## src/rtl/sequential_counter_param.sv

```systemverilog
// Parametrised fabric counter/timer: up/down, synchronous load, free-run/modulo/one-shot modes,
// clock prescaler, registered terminal-count pulse and a combinational compare-match flag.
module sequential_counter_param #(
   parameter int WIDTH      = 16,
   parameter int PRESCALE_W = 4
) (
   input  logic                  clk,
   input  logic                  reset,
   input  logic                  enable,
   input  logic                  up_down,
   input  logic                  load,
   input  logic [WIDTH-1:0]      load_value,
   input  logic [1:0]            mode,
   input  logic [WIDTH-1:0]      modulus,
   input  logic [PRESCALE_W-1:0] prescale,
   input  logic [WIDTH-1:0]      compare,
   output logic [WIDTH-1:0]      counter,
   output logic                  tc,
   output logic                  running,
   output logic                  match
);

   localparam logic [1:0] MODE_MODULO  = 2'b01;
   localparam logic [1:0] MODE_ONESHOT = 2'b10;

   // Declaration initialisers give the documented power-up state before the first reset.
   logic [WIDTH-1:0]      counter_q      = '0;
   logic [PRESCALE_W-1:0] prescale_cnt_q = '0;
   logic                  tc_q           = 1'b0;
   logic                  running_q      = 1'b1;

   logic [WIDTH-1:0]      counter_d;
   logic [PRESCALE_W-1:0] prescale_cnt_d;
   logic                  tc_d;
   logic                  running_d;
   logic                  active;
   logic                  tick;

   assign active = enable & running_q;
   assign tick   = active & (prescale_cnt_q == prescale);

   always_comb begin
      counter_d      = counter_q;
      prescale_cnt_d = prescale_cnt_q;
      running_d      = running_q;
      tc_d           = 1'b0;
      if (load) begin
         counter_d      = load_value;
         prescale_cnt_d = '0;
         running_d      = 1'b1;
      end else if (tick) begin
         prescale_cnt_d = '0;
         case (mode)
            MODE_MODULO: begin
               if (up_down) begin
                  if (counter_q >= modulus) begin
                     counter_d = '0;
                     tc_d      = 1'b1;
                  end else begin
                     counter_d = counter_q + 1'b1;
                  end
               end else if (counter_q == '0) begin
                  counter_d = modulus;
                  tc_d      = 1'b1;
               end else if (counter_q > modulus) begin
                  // Out-of-range count snaps back into range without a terminal event.
                  counter_d = modulus;
               end else begin
                  counter_d = counter_q - 1'b1;
               end
            end
            MODE_ONESHOT: begin
               if (up_down ? (counter_q >= modulus) : (counter_q == '0)) begin
                  running_d = 1'b0;
                  tc_d      = 1'b1;
               end else if (up_down) begin
                  counter_d = counter_q + 1'b1;
               end else begin
                  counter_d = counter_q - 1'b1;
               end
            end
            default: begin
               if (up_down) begin
                  counter_d = counter_q + 1'b1;
                  tc_d      = &counter_q;
               end else begin
                  counter_d = counter_q - 1'b1;
                  tc_d      = (counter_q == '0);
               end
            end
         endcase
      end else if (active) begin
         // Wraps through the full prescaler range if prescale was lowered below the count.
         prescale_cnt_d = prescale_cnt_q + 1'b1;
      end
   end

   always_ff @(posedge clk) begin
      if (reset) begin
         counter_q      <= '0;
         prescale_cnt_q <= '0;
         tc_q           <= 1'b0;
         running_q      <= 1'b1;
      end else begin
         counter_q      <= counter_d;
         prescale_cnt_q <= prescale_cnt_d;
         tc_q           <= tc_d;
         running_q      <= running_d;
      end
   end

   assign counter = counter_q;
   assign tc      = tc_q;
   assign running = running_q;
   assign match   = (counter_q == compare);

endmodule
```

## config.mk

```make
export PLATFORM = sky130hd
export DESIGN_NAME = sequential_counter_param
export DESIGN_NICKNAME = d
export VERILOG_FILES = /design/src/rtl/sequential_counter_param.sv
export SDC_FILE = /design/constraint.sdc
export NUM_CORES = 1
export LEC_CHECK = 0
export ABC_AREA = 0
export CAP_MARGIN = 10
export CORE_MARGIN = 3
export CORE_UTILIZATION = 67
export DETAILED_ROUTE_END_ITERATION = 8
export DONT_BUFFER_PORTS = 1
export HOLD_SLACK_MARGIN = 0.12
export PLACE_DENSITY = 0.83
export SYNTH_ARGS = -nofsm -noshare
export SYNTH_HDL_FRONTEND = slang
export SYNTH_SLANG_ARGS = --single-unit
```

## constraint.sdc

```tcl
create_clock -name clk -period 5.69 [get_ports clk]
set_clock_uncertainty 0.2 [all_clocks]
set_input_delay 1.4225 -clock clk [delete_from_list [all_inputs] [get_ports clk]]
set_output_delay 1.4225 -clock clk [all_outputs]
set_load 0.01 [all_outputs]
```

### Clock routing

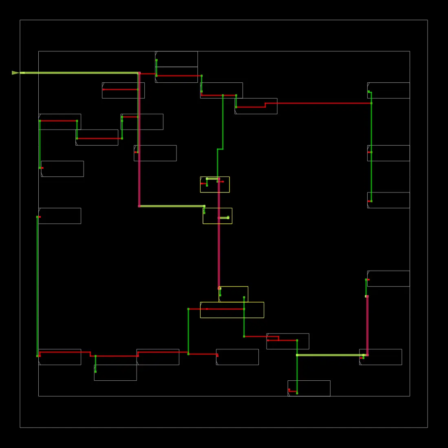
Clock buffer cells: 3
clock network power: 0.154 mW

### Routed metal, one color a layer

Scale bar: 20 µm. Only two layers are drawn.
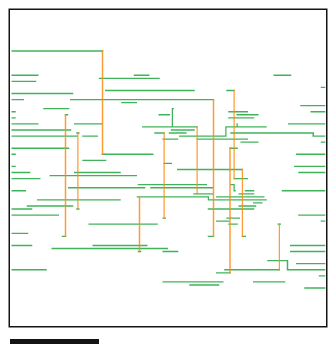
met3 -> green  # wire length 748 µm
met4 -> orange  # wire length 217 µm
wire length after detailed routing: 8040 µm
overall via count from detail_route: 2,782

==> Flow_metrics.wiki <==
== Implementation results ==
{| class="wikitable"
! Metric !! Value
|-
| Slowest cell on the critical path || a31o_1
|-
| Synth unique cells || 69
|-
| Total global-route track usage || 0.320
|-
| Seq share, synth || 0.157
|-
| Non-clock buffer contribution to total cell area || 0.00532
|-
| DP Worst Slack || roughly 1.3 ns
|-
| Finished Layout Cells || roughly 400
|-
| Worst r2r path cells || 9
|-
| Number of nets in the final layout || 433
|-
| Power in sequential cells || a little under 0.2 mW
|-
| Clock tree from TritonCTS || built
|-
| Required time at the endpoint of the critical path || approximately 5.7 ns
|-
| Share of layout cells above drive strength 1 || 0.0598
|-
| Number of instances resized during post-cts repair || 0
|-
| Switching power as a share of total power || 0.350
|-
| Chip Width || 70.7 µm
|-
| Endpoint class of the critical path || flip-flop
|-
| Number of setup violations in the final report || 0
|-
| Starting Density || 0.728
|-
| Final worst-path cycle share || 0.720
|-
| Dominant logic cell types in the final layout || 30 x xnor2_1, 30 x nor2_1, 29 x nand2_1
|-
| Status || finished clean
|-
| First-pass DRT Iterations || 6
|-
| Sw power || 0.178 mW
|-
| Wire length of the first global-routing pass || 13,100 µm
|-
| Top post-synthesis cells by count || 30 x nor2_1, 30 x xnor2_1, 29 x nand2_1
|-
| Fmax achieved || 244 MHz
|-
| Clock network power share || 0.303
|-
| Actual slew at the worst max-slew pin || about 0.7 ns
|-
| Buffers inserted during post-CTS setup optimization || 0
|-
| Worst slew slack as a fraction of its limit || 0.513
|-
| Register cell area after layout || 440 µm²
|-
| Number of routed nets with antenna violations || 0
|-
| Tally of yosys warning messages || 0
|-
| Proportion of synthesized area in mux cells || 0.0428
|-
| Hold worst-path end || prescale_cnt_q[1]
|-
| Top comb family, area || simple AND/OR/NAND/NOR gates
|-
| Diode count || 0
|-
| Comb/total area || 0.755
|-
| Total cell area reported by yosys after synthesis || 2810 µm²
|-
| DP Cell Count || between 300 and 400
|-
| Number of flip-flops in the largest register || 16
|-
| Number of cells in the yosys synthesis report || 372
|-
| Routed length per instance || 20.2 µm
|-
| Reg2Reg Launch Point || counter[15]
|-
| Startpoint Class || primary input
|-
| GR Layer Usage met1 || 0.415
|-
| Post-synthesis share of cell area spent on and-or and or-and gates || 0.236
|-
| Min-Delay Path Class || reg2reg
|-
| HPWL after DPL || 5920 µm
|-
| Ordered cell list for the critical path || inv_1, ha_1, nand4_1, nor4_2, nand4_1, o21ai_1, a31o_1, buf_4, mux2i_1, o221ai_1, a32o_1
|-
| WP depth || 11
|-
| Hold-fix buffers at CTS || 0
|-
| Setup TNS || 0 ns
|-
| Termination of the worst setup path || counter[15]
|-
| Syn Nets || between 400 and 500
|-
| Crit Path Category || in2reg
|-
| Start point of the worst min-delay path || prescale_cnt_q[1]
|-
| Signal inverters || 28
|-
| Top layer reached by signal wires || met4
|-
| Instance tally after logic synthesis || ~370
|-
| Vias in the first global route || 2,646
|-
| Clock sinks || 22
|-
| Routed length on met2 || 3750 µm
|-
| Post-synthesis simple-gate area fraction || 0.250
|-
| Largest contributor to cell area by class || multi-input combinational cells
|-
| CP startpoint || modulus[15]
|-
| Well tap count || between 40 and 50
|}
No activity file was given, so power comes from the tool's default toggle rates.
